[src/rtl/apb_timer_nch_pkg.sv]
// Shared register map, CTRL bit layout and parameter limits for the APB timer bank.
package timer_pkg;

  localparam int unsigned NUM_CH_MIN = 1;
  localparam int unsigned NUM_CH_MAX = 8;
  localparam int unsigned CNT_W_MIN  = 8;
  localparam int unsigned CNT_W_MAX  = 32;

  localparam logic [7:0] OFS_LOAD      = 8'h00;
  localparam logic [7:0] OFS_CUR       = 8'h04;
  localparam logic [7:0] OFS_CTRL      = 8'h08;
  localparam logic [7:0] OFS_EOI       = 8'h0C;
  localparam logic [7:0] OFS_ISTAT     = 8'h10;
  localparam logic [7:0] CH_STRIDE     = 8'h14;
  localparam logic [7:0] REG_ALL_ISTAT = 8'hA0;
  localparam logic [7:0] REG_ALL_EOI   = 8'hA4;
  localparam logic [7:0] REG_ALL_RAW   = 8'hA8;

  localparam int unsigned CTRL_EN      = 0;
  localparam int unsigned CTRL_MODE    = 1;
  localparam int unsigned CTRL_MASK    = 2;
  localparam int unsigned CTRL_ONESHOT = 3;
  localparam int unsigned CTRL_BITS    = 4;

  function automatic logic [7:0] reg_addr(input int unsigned ch, input logic [7:0] ofs);
    return 8'(ch * CH_STRIDE) + ofs;
  endfunction

endpackage

[src/rtl/apb_timer_nch_if.sv]
// Zero-wait-state APB bus bundle for the timer bank.
interface apb_timer_nch_if;
  logic        psel;
  logic        penable;
  logic        pwrite;
  logic [7:0]  paddr;
  logic [31:0] pwdata;
  logic [31:0] prdata;

  modport master (output psel, penable, pwrite, paddr, pwdata, input prdata);
  modport slave  (input psel, penable, pwrite, paddr, pwdata, output prdata);
endinterface

[src/rtl/apb_timer_nch_channel.sv]
// One down-counting timer channel: LOAD/CTRL registers, counter, raw interrupt and ETB trigger.
module timer_channel
  import timer_pkg::*;
#(
  parameter int unsigned CNT_W = 32
) (
  input  logic                 clk,
  input  logic                 rst_n,
  input  logic                 wr_load,
  input  logic                 wr_ctrl,
  input  logic [CNT_W-1:0]     wdata,
  input  logic                 clr,
  input  logic                 en_on,
  input  logic                 en_off,
  output logic [CNT_W-1:0]     load,
  output logic [CNT_W-1:0]     cur,
  output logic [CTRL_BITS-1:0] ctrl,
  output logic                 raw,
  output logic                 trig
);

  logic en;
  logic en_next;
  logic timeout;

  assign en      = ctrl[CTRL_EN];
  assign timeout = en && (cur == '0);

  // APB write beats ETB off, which beats ETB on; a one-shot expiry only clears EN when nothing else drives it.
  always_comb begin
    en_next = en;
    if (wr_ctrl)                            en_next = wdata[CTRL_EN];
    else if (en_off)                        en_next = 1'b0;
    else if (en_on)                         en_next = 1'b1;
    else if (timeout && ctrl[CTRL_ONESHOT]) en_next = 1'b0;
  end

  always_ff @(posedge clk or negedge rst_n) begin
    if (!rst_n) begin
      load <= '0;
      cur  <= '0;
      ctrl <= '0;
      raw  <= 1'b0;
      trig <= 1'b0;
    end else begin
      if (wr_load) load <= wdata;

      if (wr_ctrl) ctrl <= {wdata[CTRL_BITS-1:1], en_next};
      else         ctrl[CTRL_EN] <= en_next;

      if (en_next && !en) begin
        cur <= load;
      end else if (timeout) begin
        if (!ctrl[CTRL_ONESHOT]) cur <= ctrl[CTRL_MODE] ? load : '1;
      end else if (en) begin
        cur <= cur - CNT_W'(1);
      end

      trig <= timeout;

      if (timeout)  raw <= 1'b1;
      else if (clr) raw <= 1'b0;
    end
  end

endmodule

[src/rtl/apb_timer_nch.sv]
// APB timer bank top: address decode, read mux and NUM_CH timer_channel instances.
module apb_timer_nch
  import timer_pkg::*;
#(
  parameter int unsigned NUM_CH = 2,
  parameter int unsigned CNT_W  = 32
) (
  input  logic              pclk,
  input  logic              presetn,
  apb_timer_nch_if.slave    apb,
  input  logic [NUM_CH-1:0] etb_trig_en_on,
  input  logic [NUM_CH-1:0] etb_trig_en_off,
  output logic [NUM_CH-1:0] etb_trig,
  output logic [NUM_CH-1:0] intr,
  output logic              intr_any
);

  if (NUM_CH < NUM_CH_MIN || NUM_CH > NUM_CH_MAX ||
      CNT_W < CNT_W_MIN || CNT_W > CNT_W_MAX) begin : g_bad_param
    $error("apb_timer_nch: NUM_CH or CNT_W out of range");
  end

  logic              wr_acc;
  logic              rd_acc;
  logic              rd_sel;
  logic              all_eoi;
  logic [7:0]        addr;
  logic [NUM_CH-1:0] raw;
  logic [NUM_CH-1:0] mask;
  logic [CNT_W-1:0]  load_q [NUM_CH];
  logic [CNT_W-1:0]  cur_q  [NUM_CH];
  logic [CTRL_BITS-1:0] ctrl_q [NUM_CH];
  logic [31:0]       prdata_c;
  logic              unused_bits;

  assign wr_acc      = apb.psel & apb.penable & apb.pwrite;
  assign rd_acc      = apb.psel & apb.penable & ~apb.pwrite;
  assign rd_sel      = apb.psel & ~apb.pwrite;
  assign addr        = {apb.paddr[7:2], 2'b00};
  assign all_eoi     = rd_acc && (addr == REG_ALL_EOI);
  assign unused_bits = ^{apb.paddr[1:0], apb.pwdata};

  for (genvar ch = 0; ch < NUM_CH; ch++) begin : g_ch
    timer_channel #(.CNT_W(CNT_W)) u_channel (
      .clk     (pclk),
      .rst_n   (presetn),
      .wr_load (wr_acc && (addr == reg_addr(ch, OFS_LOAD))),
      .wr_ctrl (wr_acc && (addr == reg_addr(ch, OFS_CTRL))),
      .wdata   (apb.pwdata[CNT_W-1:0]),
      .clr     (all_eoi || (rd_acc && (addr == reg_addr(ch, OFS_EOI)))),
      .en_on   (etb_trig_en_on[ch]),
      .en_off  (etb_trig_en_off[ch]),
      .load    (load_q[ch]),
      .cur     (cur_q[ch]),
      .ctrl    (ctrl_q[ch]),
      .raw     (raw[ch]),
      .trig    (etb_trig[ch])
    );
    assign mask[ch] = ctrl_q[ch][CTRL_MASK];
  end

  assign intr     = raw & ~mask;
  assign intr_any = |intr;

  always_comb begin
    prdata_c = '0;
    if (rd_sel) begin
      for (int unsigned ch = 0; ch < NUM_CH; ch++) begin
        if (addr == reg_addr(ch, OFS_LOAD))  prdata_c[CNT_W-1:0]     = load_q[ch];
        if (addr == reg_addr(ch, OFS_CUR))   prdata_c[CNT_W-1:0]     = cur_q[ch];
        if (addr == reg_addr(ch, OFS_CTRL))  prdata_c[CTRL_BITS-1:0] = ctrl_q[ch];
        if (addr == reg_addr(ch, OFS_ISTAT)) prdata_c[0]             = intr[ch];
      end
      if (addr == REG_ALL_ISTAT) prdata_c[NUM_CH-1:0] = intr;
      if (addr == REG_ALL_RAW)   prdata_c[NUM_CH-1:0] = raw;
    end
  end

  assign apb.prdata = prdata_c;

endmodule

[src/flat_wrapper.sv]
// flat-port wrapper written by rule: the top's interface ports become plain ports
module apb_timer_nch_flat import timer_pkg::*;
#(
  parameter int unsigned NUM_CH = 2,
  parameter int unsigned CNT_W  = 32
)
  (pclk, presetn, etb_trig_en_on, etb_trig_en_off, etb_trig, intr, intr_any, apb_psel, apb_penable, apb_pwrite, apb_paddr, apb_pwdata, apb_prdata);
  apb_timer_nch_if apb_i ();
  input  logic pclk;
  input  logic presetn;
  input  logic [NUM_CH-1:0] etb_trig_en_on;
  input  logic [NUM_CH-1:0] etb_trig_en_off;
  output logic [NUM_CH-1:0] etb_trig;
  output logic [NUM_CH-1:0] intr;
  output logic intr_any;
  input wire logic [$bits(apb_i.psel)-1:0] apb_psel;
  input wire logic [$bits(apb_i.penable)-1:0] apb_penable;
  input wire logic [$bits(apb_i.pwrite)-1:0] apb_pwrite;
  input wire logic [$bits(apb_i.paddr)-1:0] apb_paddr;
  input wire logic [$bits(apb_i.pwdata)-1:0] apb_pwdata;
  output wire logic [$bits(apb_i.prdata)-1:0] apb_prdata;
  assign apb_i.psel = apb_psel;
  assign apb_i.penable = apb_penable;
  assign apb_i.pwrite = apb_pwrite;
  assign apb_i.paddr = apb_paddr;
  assign apb_i.pwdata = apb_pwdata;
  assign apb_prdata = apb_i.prdata;
  apb_timer_nch #(.NUM_CH(NUM_CH), .CNT_W(CNT_W)) u_core (.pclk(pclk), .presetn(presetn), .apb(apb_i), .etb_trig_en_on(etb_trig_en_on), .etb_trig_en_off(etb_trig_en_off), .etb_trig(etb_trig), .intr(intr), .intr_any(intr_any));
endmodule
[config.mk]
export PLATFORM = sky130hd
export DESIGN_NAME = apb_timer_nch_flat
export DESIGN_NICKNAME = d
export VERILOG_FILES = /design/src/rtl/apb_timer_nch_pkg.sv /design/src/rtl/apb_timer_nch_if.sv /design/src/rtl/apb_timer_nch_channel.sv /design/src/rtl/apb_timer_nch.sv /design/src/flat_wrapper.sv
export SDC_FILE = /design/constraint.sdc
export NUM_CORES = 1
export LEC_CHECK = 0
export CORE_MARGIN = 8
export CORE_UTILIZATION = 55
export DETAILED_ROUTE_END_ITERATION = 7
export GPL_TIMING_DRIVEN = 1
export PLACE_DENSITY = 0.81
export REMOVE_ABC_BUFFERS = 1
export SETUP_SLACK_MARGIN = 0.5
export SYNTH_ARGS = -nofsm -noshare
export SYNTH_HDL_FRONTEND = slang
export SYNTH_SLANG_ARGS = --single-unit
[constraint.sdc]
create_clock -name pclk -period 6.1 [get_ports pclk]
set_input_delay 1.22 -clock pclk [delete_from_list [all_inputs] [get_ports pclk]]
set_output_delay 1.22 -clock pclk [all_outputs]
set_load 0.1 [all_outputs]
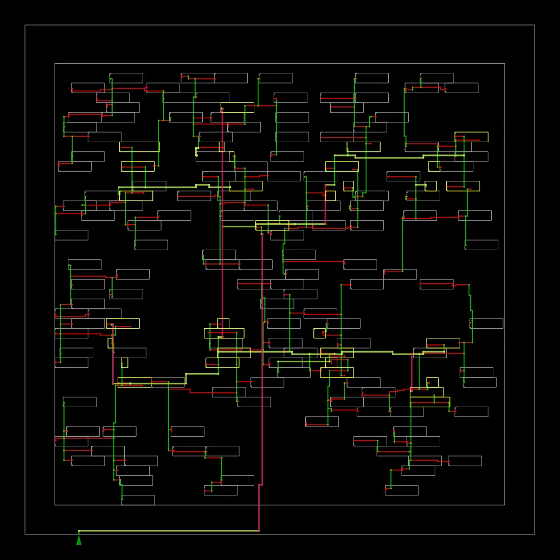
Fig. 1. Clock nets (run 1).
insertion delay to the later sink of the worst-skew pair: 0.43 ns
Num Clock Sinks: 140

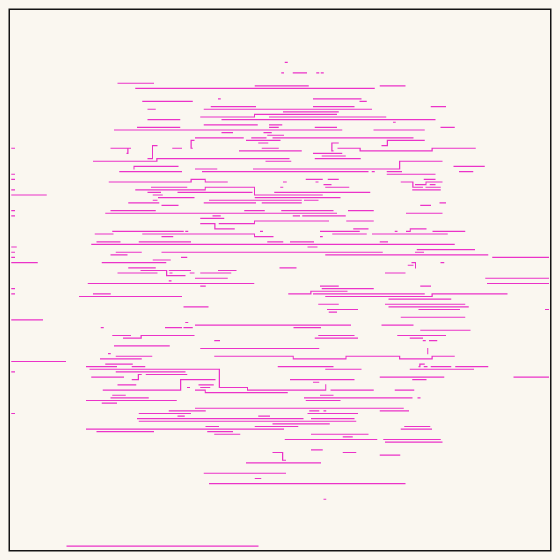
Fig. 2. Met3 routing (run 1).
longest straight run: 94.8 um
nets with wire on the layer: 187
main direction: horizontal
wire length on this layer: 3400 um
share of all routed wire: 11%
DRT Wirelength: 29.6 mm
total vias in the final route: 8502

==> flow report, run 1 <==
===============================================================================================
Post-route setup slack ...........................................................      1.17 ns
Commonest flop ...................................................................      dfrtp_1
CTS tree .........................................................................          yes
Standard cell with the maximum stage delay on the critical path ..................        or3_1
Vias in the first global route ...................................................         8173
Count of flip-flops with a built-in enable after synthesis .......................            0
Cell area after synthesis ........................................................     8620 um2
Final ANT Viol Nets ..............................................................            0
Buffers and inverters on the worst path ..........................................            3
Critical Path, Cell by Cell ...................................................... clkdlybuf4s50_1 -> or3_1 -> nor4_2 -> buf_4 -> a22oi_1 -> a21oi_1 -> buf_4
Flop and latch count out of synthesis ............................................          140
Storage cell area ................................................................     3500 um2
Critical path's top delay family ................................................. buffers and inverters
Pre-antenna DRT Iters ............................................................            8
Clock input transition at the sequential cells of the worst setup and hold paths .      0.06 ns
Net Sw Power .....................................................................      1040 uW
Static leakage ...................................................................   0.00410 uW
Global-route wire length before repair ...........................................      46.1 mm
Area after DPL ...................................................................     9570 um2
Stages on the worst setup path ...................................................            7
Cell type with the largest total area after synthesis ............................      dfrtp_1
Net switching share of the total power ...........................................        0.347
Cell area after layout ...........................................................    10200 um2
Number of instances in the synthesized netlist ...................................          937
Comb gate area ...................................................................     4660 um2
Setup crit start ................................................................. apb_paddr[7]
Endpoint of the lowest-slack register-to-register path ........................... u_core.g_ch[0].u_channel.cur[25]
Main logic family after synthesis ................................................ AND-OR/OR-AND gates
Post-synthesis chip area from yosys ..............................................     8620 um2
Highest achievable clock rate ....................................................      203 MHz
Maximum clock skew at final layout ...............................................   0.00709 ns
Number of standard cells reported by yosys .......................................          937
Main area contributors ........................................................... dfrtp_1 (41%), mux2_2 (9.0%), a22oi_1 (6.8%)
Fraction of final layout cells sized beyond drive strength 1 .....................        0.181
Result of the run ................................................................ complete, no violations
Post-Place Worst Slack ...........................................................      1.24 ns
Register share after synthesis ...................................................        0.406
Post-CTS sizing ..................................................................            0
Setup Viol. Count Final ..........................................................            0
Count of buffers inserted at the top-level ports .................................           83
Area leader share ................................................................        0.406
Startpoint of the lowest-slack register-to-register path ......................... u_core.g_ch[0].u_channel.cur[16]
Number of buffers between clock root and the deepest sink ........................            2
Adder and majority gate portion of the synthesized area ..........................      0.00580
Data required time at the worst endpoint .........................................      4.88 ns
Fraction of registers with async set/reset .......................................         1.00
Mux share of post-synthesis cell area ............................................       0.0924
Maximum number of pins on one net before global-route repair .....................          102
Final routed wire length divided by cell count ...................................      24.4 um
Post-synthesis to final-layout area growth .......................................        17.9%
Root buffer cell .................................................................    clkbuf_16
Sum of met3 wire segment lengths after detailed routing ..........................      3.40 mm
Most numerous cell in the Yosys netlist ..........................................      dfrtp_1
Total length of routed met2 wires ................................................      13.5 mm
Final Cycle Share ................................................................        0.808
Synthesized-area fraction occupied by ao, oa, aoi and oai cells ..................        0.260
Clock Power Share ................................................................        0.361
I/O pins .........................................................................           86
Post-synth top cells ............................................................. dfrtp_1 (140), nand2_1 (80), a21oi_1 (78), a22oi_1 (78), mux2_2 (69)
Setup Crit Path Kind .............................................................       in2out
Syn avg cell area ................................................................     9.20 um2
Most common logic cells in the final layout ...................................... dfrtp_1 (140), nand2_1 (80), a22oi_1 (78)
Total die area ...................................................................    19900 um2
Post-synthesis simple-gate area fraction .........................................        0.173
XOR/XNOR Area Share ..............................................................      0.00508
Register share of total power ....................................................        0.438
Via-to-Cell Ratio ................................................................         7.01
Setup crit end ................................................................... apb_prdata[25]
===============================================================================================
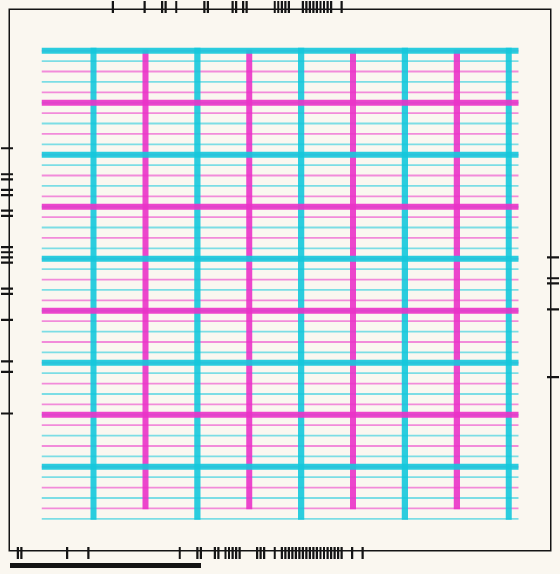
Fig. 3. Supply network (run 1).
Bar = 50 um. Pins as bars on the die edge.
legend:
  VSS:
    colour: cyan
  VDD:
    colour: magenta
met4 straps: 9
signal pins: 86
met1 rails: 46
Core Box Area: 15300 um2
IR Drop Worst-Case VDD: 0.186 mV
Chip Width: 141 um
vertical die dimension: 141 um

run 1: registers in the layout (all words and copies together), names as in the netlist:
signal	count
u_core.g_ch.u_channel.ctrl	8
u_core.g_ch.u_channel.trig	2
u_core.g_ch.u_channel.raw	2
u_core.g_ch.u_channel.load	64
u_core.g_ch.u_channel.cur	64
run 1: power by group through the flow:
stage | logic (uW) | registers, uW | clock network, uW
after floorplan | 408 | 1210 | 0
after global placement | 566 | 1300 | 0
after detailed placement | 586 | 1310 | 0
after CTS | 592 | 1290 | 1080
after global routing | 657 | 1320 | 1120
final | 601 | 1310 | 1080
run 1: per-stage QoR:
stage	util	hold slack [ns]	TNS [ns]	cells
after floorplan	-	0.458	-29.82	871
after global placement	0.627	0.497	0	1181
after detailed placement	0.627	0.495	0	1181
after CTS	0.666	0.519	0	1213
after global routing	0.666	0.541	0	1213
final	0.666	0.522	0	1213
run 1: layer usage:
layer  vias to the layer above  track usage
met2                       552        0.458
li1                       3701            -
met4                         0        0.122
met3                        65       0.0780
met5                         -            0
met1                      4184        0.391
run 1: kinds of logic after synthesis:
kind of cell / after synthesis
xor gates and xnor gates: 5
muxes: 71
and+or+nand+nor: 281
buffers and inverters: 108
DFF: 140
AOI/OAI and AO/OA: 328
adders and majority gates: 4
run 1: cell type report:
type	instances	share of cell area
multi-input combinational	689	0.458
clock buffer	20	0.0430
inverter	42	0.0155
sequential	140	0.345
tap	211	0.0260
timing repair buffer	99	0.0969
clock inverter	12	0.0160
run 1: worst reg2reg max path: cells and delay by family (launching register included):
| family | cells | cell delay [ns] |
|---|---|---|
| compound gates | 2 | 0.43 |
| flops | 1 | 0.45 |
| simple gates | 4 | 2.37 |
| buf+inv | 1 | 0.30 |
Fig. 4: run 1, metal layers overlaid
Bar = 50 um. Two of the layers only.
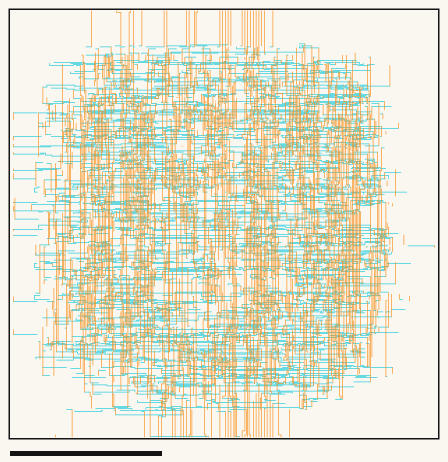

==> run 1 -> run 2 <==
- CORE_UTILIZATION: 55 -> 52
- clock period: 6.1 -> 4.3 ns (I/O delays scaled with it)
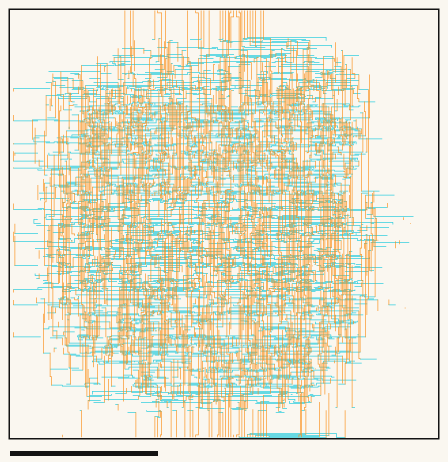
Fig. 5. Metal layers overlaid (run 2).
Bar = 50 um. Two of the layers only.
legend:
  M1:
    colour: cyan
    wire_length: 11900 um
  M2:
    colour: orange
    wire_length: 13900 um

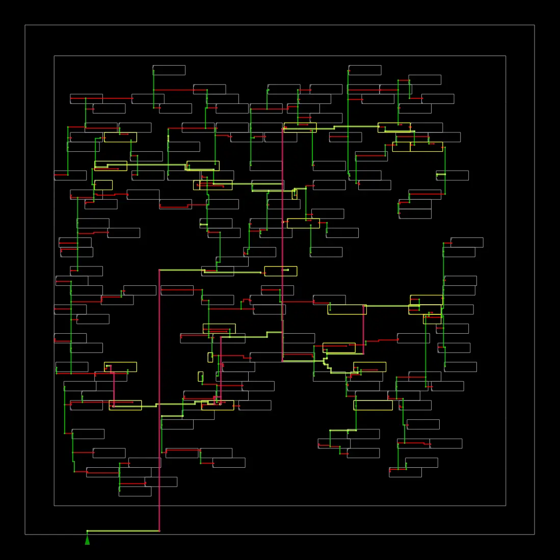
Fig. 6. Clock nets (run 2).
number of sequential cells in the layout: 140
clock network power: 1390 uW
number of clock buffers inserted by TritonCTS: 17
tally of clock buffers in the finished layout: 23
insertion delay to the later sink of the worst-skew pair: 0.42 ns

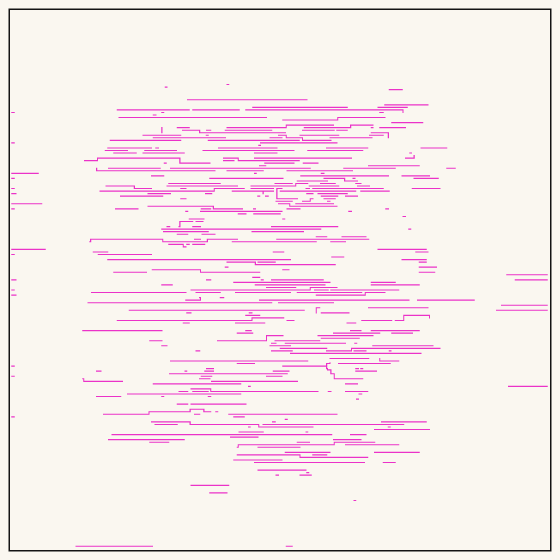
Fig. 7. Met3 routing (run 2).
wire length on this layer: 3380 um
longest straight run: 58.9 um
global-route met3 utilization: 0.0702
DRT Wirelength: 30.5 mm

==> run 2 against run 1 <==
Net effect: first-iteration DRC count up 22%; setup slack worse by 0.70 ns; combinational power up 48%; flip-flop count unchanged; non-clock buffer count up 27; via count up 2.1%; cell count up 2.5%; clock power up 29%; area after synthesis unchanged; sequential share of layout area down 2.1 points; utilization down 0.68 points; largest power group unchanged.
==> flow report, run 2 <==
===============================================================================================
Count of buffers inserted at the top-level ports .................................           83   unchanged
Flop and latch count out of synthesis ............................................          140   unchanged
Largest registers ranked by flip-flop count ...................................... u_core.g_ch.u_channel.cur (64), u_core.g_ch.u_channel.load (64), u_core.g_ch.u_channel.ctrl (8)   unchanged
Root buffer cell .................................................................    clkbuf_16   unchanged
Cell area after layout ...........................................................    10800 um2   was 10200 um2
Clock input transition at the sequential cells of the worst setup and hold paths .      0.05 ns   was 0.06 ns
Number of instances in the synthesized netlist ...................................          937   unchanged
Post-route setup slack ...........................................................     0.474 ns   was 1.17 ns
Final number of max-transition violations ........................................            0   unchanged
Post-synth top cells ............................................................. dfrtp_1 (140), nand2_1 (80), a21oi_1 (78), a22oi_1 (78), mux2_2 (69)   unchanged
Chip Width .......................................................................       145 um   was 141 um
CTS tree .........................................................................          yes   unchanged
Transition time at the pin with the least slew margin ............................      1.13 ns   was 1.18 ns
Post-synthesis to final-layout area growth .......................................        25.5%   was 17.9%
GR peak layer ....................................................................         met2   unchanged
Most common logic cells in the final layout ...................................... dfrtp_1 (140), nand2_1 (80), a22oi_1 (78)   unchanged
Register share after synthesis ...................................................        0.406   unchanged
Vertical die dimension ...........................................................       145 um   was 141 um
Pre-antenna DRT Iters ............................................................            8   unchanged
Count of flip-flops with a built-in enable after synthesis .......................            0   unchanged
Residual DRC .....................................................................            0   unchanged
Most numerous cell in the Yosys netlist ..........................................      dfrtp_1   unchanged
Commonest flop ...................................................................      dfrtp_1   unchanged
Final routed wire length divided by cell count ...................................      24.6 um   was 24.4 um
Number of buffers between clock root and the deepest sink ........................            2   unchanged
Highest achievable clock rate ....................................................      261 MHz
1st-iter DRT viols ...............................................................         1344   was 1103
Final Cycle Share ................................................................        0.890
Buffers and inverters on the worst path ..........................................            4   was 3
Leading cell type in the layout, fill and taps excluded ..........................      dfrtp_1   unchanged
Launch point of the worst hold path .............................................. u_core.g_ch[0].u_channel.raw   was u_core.g_ch[1].u_channel.raw
Post-layout util .................................................................        0.659   was 0.666
Maximum number of pins on one net before global-route repair .....................          102   unchanged
Number of standard cells reported by yosys .......................................          937   unchanged
Setup Viol. Count Final ..........................................................            0   unchanged
Number of placed instances with taps included ....................................         1206   was 1181
Static leakage ...................................................................   0.00434 uW   was 0.00410 uW
Post-Route Hold Slack ............................................................     0.516 ns   was 0.522 ns
Startpoint of the lowest-slack register-to-register path ......................... u_core.g_ch[1].u_channel.cur[15]   was u_core.g_ch[0].u_channel.cur[16]
Main area contributors ........................................................... dfrtp_1 (41%), mux2_2 (9.0%), a22oi_1 (6.8%)   unchanged
Cell type with the largest total area after synthesis ............................      dfrtp_1   unchanged
I/O pins .........................................................................           86   unchanged
Critical path's top delay family ................................................. buffers and inverters   unchanged
Fraction of met1 tracks used by global routing ...................................        0.384   was 0.391
Relative max-transition margin ...................................................        0.242   was 0.211
Setup Crit Path Kind .............................................................       in2out   unchanged
Data required time at the worst endpoint .........................................      3.44 ns   was 4.88 ns
Critical Path, Cell by Cell ...................................................... clkdlybuf4s50_1 -> or3_4 -> nor3_4 -> buf_4 -> buf_8 -> a22oi_1 -> a21oi_2 -> buf_12   was clkdlybuf4s50_1 -> or3_1 -> nor4_2 -> buf_4 -> a22oi_1 -> a21oi_1 -> buf_4
Via-to-Cell Ratio ................................................................         6.98   was 7.01
Syn avg cell area ................................................................     9.20 um2   unchanged
Final ANT Viol Nets ..............................................................            0   unchanged
Sum of met3 wire segment lengths after detailed routing ..........................      3.38 mm   was 3.40 mm
Total length of routed met2 wires ................................................      13.9 mm   was 13.5 mm
Post-Place Worst Slack ...........................................................     0.240 ns   was 1.24 ns
Setup TNS ........................................................................         0 ns   unchanged
Standard cell with the maximum stage delay on the critical path ..................        or3_4   was or3_1
Num Clock Sinks ..................................................................          140   unchanged
Global-route wire length before repair ...........................................      46.8 mm   was 46.1 mm
Total die area ...................................................................    21000 um2   was 19900 um2
Setup crit start ................................................................. apb_paddr[7]   unchanged
Post-synthesis chip area from yosys ..............................................     8620 um2   unchanged
Core Box Area ....................................................................    16400 um2   was 15300 um2
Area leader share ................................................................        0.406   unchanged
IR Drop Worst-Case VDD ...........................................................     0.308 mV   was 0.186 mV
Endpoint of the lowest-slack register-to-register path ........................... u_core.g_ch[1].u_channel.cur[12]   was u_core.g_ch[0].u_channel.cur[25]
Met2 GRT Util ....................................................................        0.447   was 0.458
Maximum clock skew at final layout ...............................................   0.00781 ns   was 0.00709 ns
Vias in the first global route ...................................................         8404   was 8173
Total vias in the final route ....................................................         8677   was 8502
Result of the run ................................................................ complete, no violations   unchanged
Final standard cell count with taps included and fillers excluded ................         1243   was 1213
Area after DPL ...................................................................    10100 um2   was 9570 um2
Fraction of registers with async set/reset .......................................         1.00   unchanged
Fraction of final layout cells sized beyond drive strength 1 .....................        0.220   was 0.181
===============================================================================================
run 2: cell types whose count changed in the layout (fill, tap and decap cells not counted), sizes merged:
cell,change
dlymetal6s2s,+2
clkinvlp,-2
bufinv,-1
inv,-3
dlygate4sd2,+1
buf,+26
clkinv,-3
clkbuf,+5
clkdlybuf4s50,-4
run 2: area by class of cell:
cell class              instances  area [um2]
repair buffers                126        1570
multi-input cells             689        4770
clock buffers                  23         478
clock inverters                 3        65.1
fillers                      1272        5590
well taps                     220         275
flip-flops and latches        140        3500
inverters                      42         158
run 2: what timing repair did:
action / CTS / global route
resized: 12 / 26
gates cloned: 0 / 3
setup buffers: 0 / 8
hold buffers: 0 / 0
hold endpoints to repair: 0 / 0
pin swaps: 0 / 6
endpoints found under the setup margin: 32 / 32
run 2: worst max path at each step:
| stage | slack [ns] | endpoint | cells after the start |
|---|---|---|---|
| after global placement | 0.30 | apb_prdata[13] | 7 |
| after detailed placement | 0.24 | apb_prdata[13] | 7 |
| after global routing | 0.44 | apb_prdata[18] | 8 |
| after floorplan | -2.11 | apb_prdata[2] | 4 |
| after CTS | 0.46 | apb_prdata[22] | 7 |
| final | 0.47 | apb_prdata[22] | 8 |
run 2: cells by family after synthesis:
| logic type | Yosys count | synth area share |
|---|---|---|
| buffers and inverters | 108 | 0.0570 |
| flip-flops | 140 | 0.406 |
| XOR/XNOR | 5 | 0.00508 |
| AND-OR/OR-AND | 328 | 0.260 |
| adder cells (fa/ha/maj) | 4 | 0.00580 |
| multiplexers | 71 | 0.0924 |
| AND/OR/NAND/NOR | 281 | 0.173 |
run 2: power breakdown:
part | switching, uW | internal [uW]
logic | 520 | 369
registers | 340 | 1500
clock network | 515 | 878
total | 1370 | 2750
Fig. 8: run 2, supply network
Bar = 50 um. Pins as bars on the die edge.
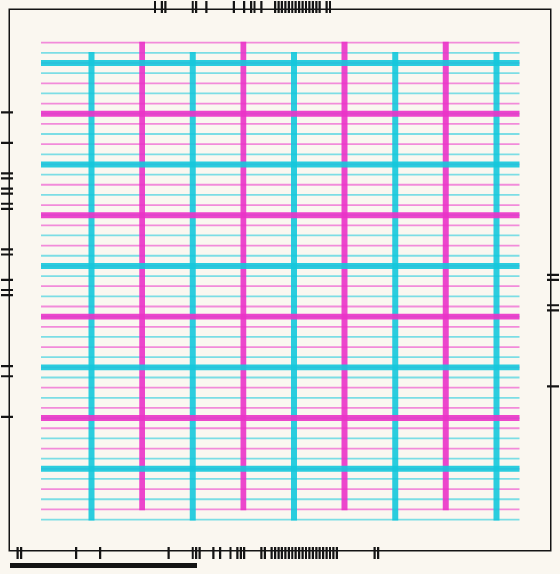

==> run 2 -> run 3 <==
--- a/config.mk
+++ b/config.mk
@@ -7,8 +7,8 @@
 export LEC_CHECK = 0
 export CORE_MARGIN = 8
-export CORE_UTILIZATION = 52
+export CORE_UTILIZATION = 25
 export DETAILED_ROUTE_END_ITERATION = 7
 export GPL_TIMING_DRIVEN = 1
-export PLACE_DENSITY = 0.81
+export PLACE_DENSITY = 0.47
 export REMOVE_ABC_BUFFERS = 1
 export SETUP_SLACK_MARGIN = 0.5
==> constraint.sdc (replaced) <==
create_clock -name pclk -period 4.3 [get_ports pclk]
set_input_delay 0.86 -clock pclk [delete_from_list [all_inputs] [get_ports pclk]]
set_output_delay 0.86 -clock pclk [all_outputs]
set_load 0.01 [all_outputs]
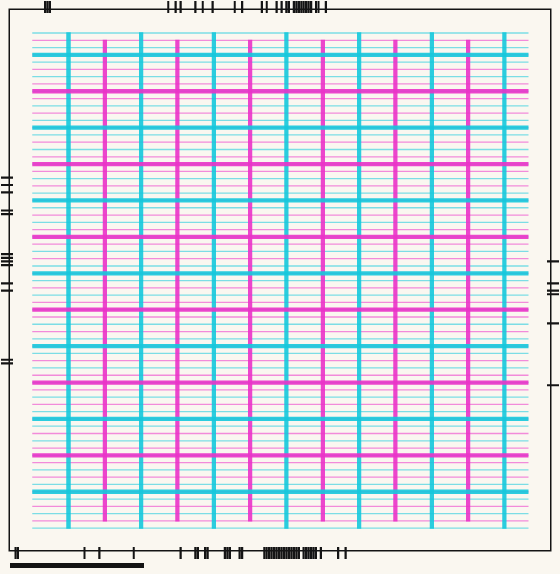
Fig. 9. Supply network (run 3).
Bar = 50 um. Pins as bars on the die edge.
legend:
  VDD:
    colour: magenta
  VSS:
    colour: cyan
met5 straps: 13
signal pins: 86
rows: 68
met4 straps: 13

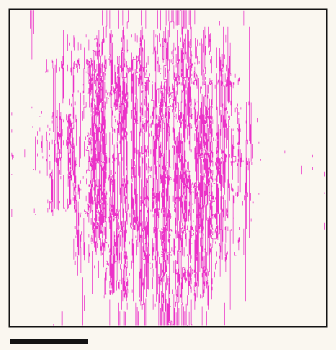
Fig. 10. Met2 routing (run 3).
Bar = 50 um.
nets with wire on the layer: 911
share of all routed wire: 48%
main direction: vertical
wire length on this layer: 17100 um
longest straight run: 77.9 um

==> run 3 against run 2 <==
Net effect: clock power up 5%; flip-flop count unchanged; synthesized cell count unchanged; highest routed layer unchanged; power up 1.2%; sequential power about the same.
==> flow report, run 3 <==
================================================================================
IR Drop Worst-Case VDD ............................................     0.269 mV   was 0.308 mV
Pre-antenna DRT Iters .............................................            8   unchanged
Area leader share .................................................        0.406   unchanged
Maximum number of pins on one net before global-route repair ......          102   unchanged
Highest achievable clock rate .....................................      266 MHz   was 261 MHz
Standard cell with the maximum stage delay on the critical path ...        or3_4   unchanged
XOR/XNOR Area Share ...............................................      0.00508   unchanged
Commonest flop ....................................................      dfrtp_1   unchanged
Met2 GRT Util .....................................................        0.274   was 0.447
Setup Crit Path Kind ..............................................       in2out   unchanged
Count of flip-flops with a built-in enable after synthesis ........            0   unchanged
Data required time at the worst endpoint ..........................      3.44 ns   about the same
Post-layout util ..................................................        0.321   was 0.659
Fraction of registers with async set/reset ........................         1.00   unchanged
Cell area after synthesis .........................................     8620 um2   unchanged
Post-synthesis simple-gate area fraction ..........................        0.173   unchanged
Num Clock Sinks ...................................................          140   unchanged
Register share after synthesis ....................................        0.406   unchanged
GR peak layer .....................................................         met2   unchanged
Chip Width ........................................................       202 um   was 145 um
Sum of met3 wire segment lengths after detailed routing ...........      2.25 mm   was 3.38 mm
Flop and latch count out of synthesis .............................          140   unchanged
Residual DRC ......................................................            0   unchanged
Final standard cell count with taps included and fillers excluded .         1504   was 1243
Post-synthesis chip area from yosys ...............................     8620 um2   unchanged
Cell type with the largest total area after synthesis .............      dfrtp_1   unchanged
Largest registers ranked by flip-flop count ....................... u_core.g_ch.u_channel.cur (64), u_core.g_ch.u_channel.load (64), u_core.g_ch.u_channel.ctrl (8)   unchanged
Static leakage ....................................................   0.00440 uW   was 0.00434 uW
1st-iter DRT viols ................................................          769   was 1344
Transition time at the pin with the least slew margin .............      1.06 ns   was 1.13 ns
Setup TNS .........................................................         0 ns   unchanged
Fraction of final layout cells sized beyond drive strength 1 ......        0.229   was 0.220
Number of hold-repair buffers added at the cts stage ..............            0   unchanged
Post-route setup slack ............................................     0.543 ns   was 0.474 ns
Result of the run ................................................. complete, no violations   unchanged
Number of buffers between clock root and the deepest sink .........            2   unchanged
DRT Wirelength ....................................................      35.7 mm   was 30.5 mm
Setup Viol. Count Final ...........................................            0   unchanged
Final ANT Viol Nets ...............................................            0   unchanged
Number of standard cells reported by yosys ........................          937   unchanged
Count of buffers inserted at the top-level ports ..................           83   unchanged
Vertical die dimension ............................................       202 um   was 145 um
================================================================================
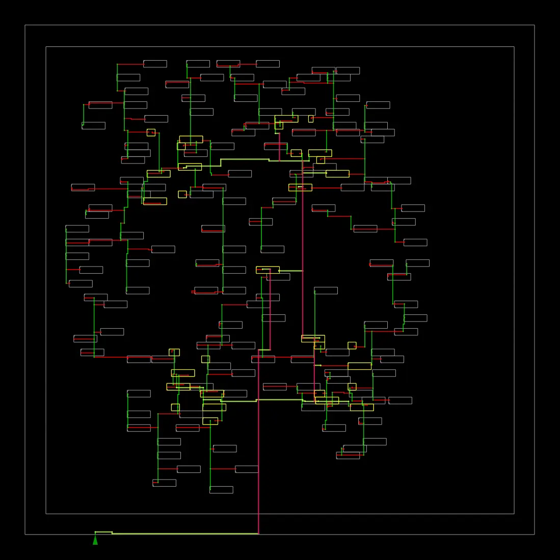
Fig. 11. Clock nets (run 3).
insertion delay to the later sink of the worst-skew pair: 0.44 ns
tally of clock buffers in the finished layout: 17
clock network power: 1460 uW
maximum clock skew at final layout: 0.0143 ns

run 3: cell counts after synthesis:
No cell type changed its count.
run 3: worst paths after layout:
| path | start | endpoint | slack [ns] | cells after the start |
|---|---|---|---|---|
| max reg2reg | u_core.g_ch[1].u_channel.cur[19] | u_core.g_ch[1].u_channel.cur[5] | 1.00 | 7 |
| max | apb_paddr[6] | apb_prdata[31] | 0.54 | 9 |
| max in group asynchronous | presetn | u_core.g_ch[1].u_channel.load[13] | 2.88 | 2 |
| min reg2reg | u_core.g_ch[1].u_channel.raw | u_core.g_ch[1].u_channel.raw | 0.52 | 2 |
| min | u_core.g_ch[1].u_channel.raw | u_core.g_ch[1].u_channel.raw | 0.52 | 2 |
| min in group asynchronous | presetn | u_core.g_ch[0].u_channel.trig | 0.54 | 1 |
run 3: report_power, final:
group | switching (uW) | total, uW | internal [uW] | leakage, uW
registers | 341 | 1840 | 1500 | 0.00182
clock network | 690 | 1460 | 773 | 0.000285
logic | 488 | 868 | 380 | 0.00229
run 3: kinds of logic after synthesis:
group           count (synthesis)
xor+xnor                        5
mux                            71
flops                         140
buf+inv                       108
compound gates                328
simple gates                  281
fa+ha+maj                       4
run 3: critical path: cells and delay by family:
kind                   cells  cell delay [ns]
buffers and inverters      5             1.15
and+or+nand+nor            2             0.57
AOI/OAI and AO/OA          2             0.30
run 3: final cells by class:
type | instances | area (um2)
Multi-Input combinational cell | 689 | 4740
Inverter | 42 | 158
Clock inverter | 15 | 145
Fill cell | 3562 | 23300
Sequential cell | 140 | 3500
Tap cell | 455 | 569
Clock buffer | 17 | 425
Timing Repair Buffer | 146 | 1470
run 3: repair_timing:
action / CTS / global route
pin swaps: 17 / 11
setup buffers: 8 / 4
resized: 119 / 25
endpoints found under the setup margin: 33 / 31
gates cloned: 3 / 5
No activity file was given, so power comes from the tool's default toggle rates.
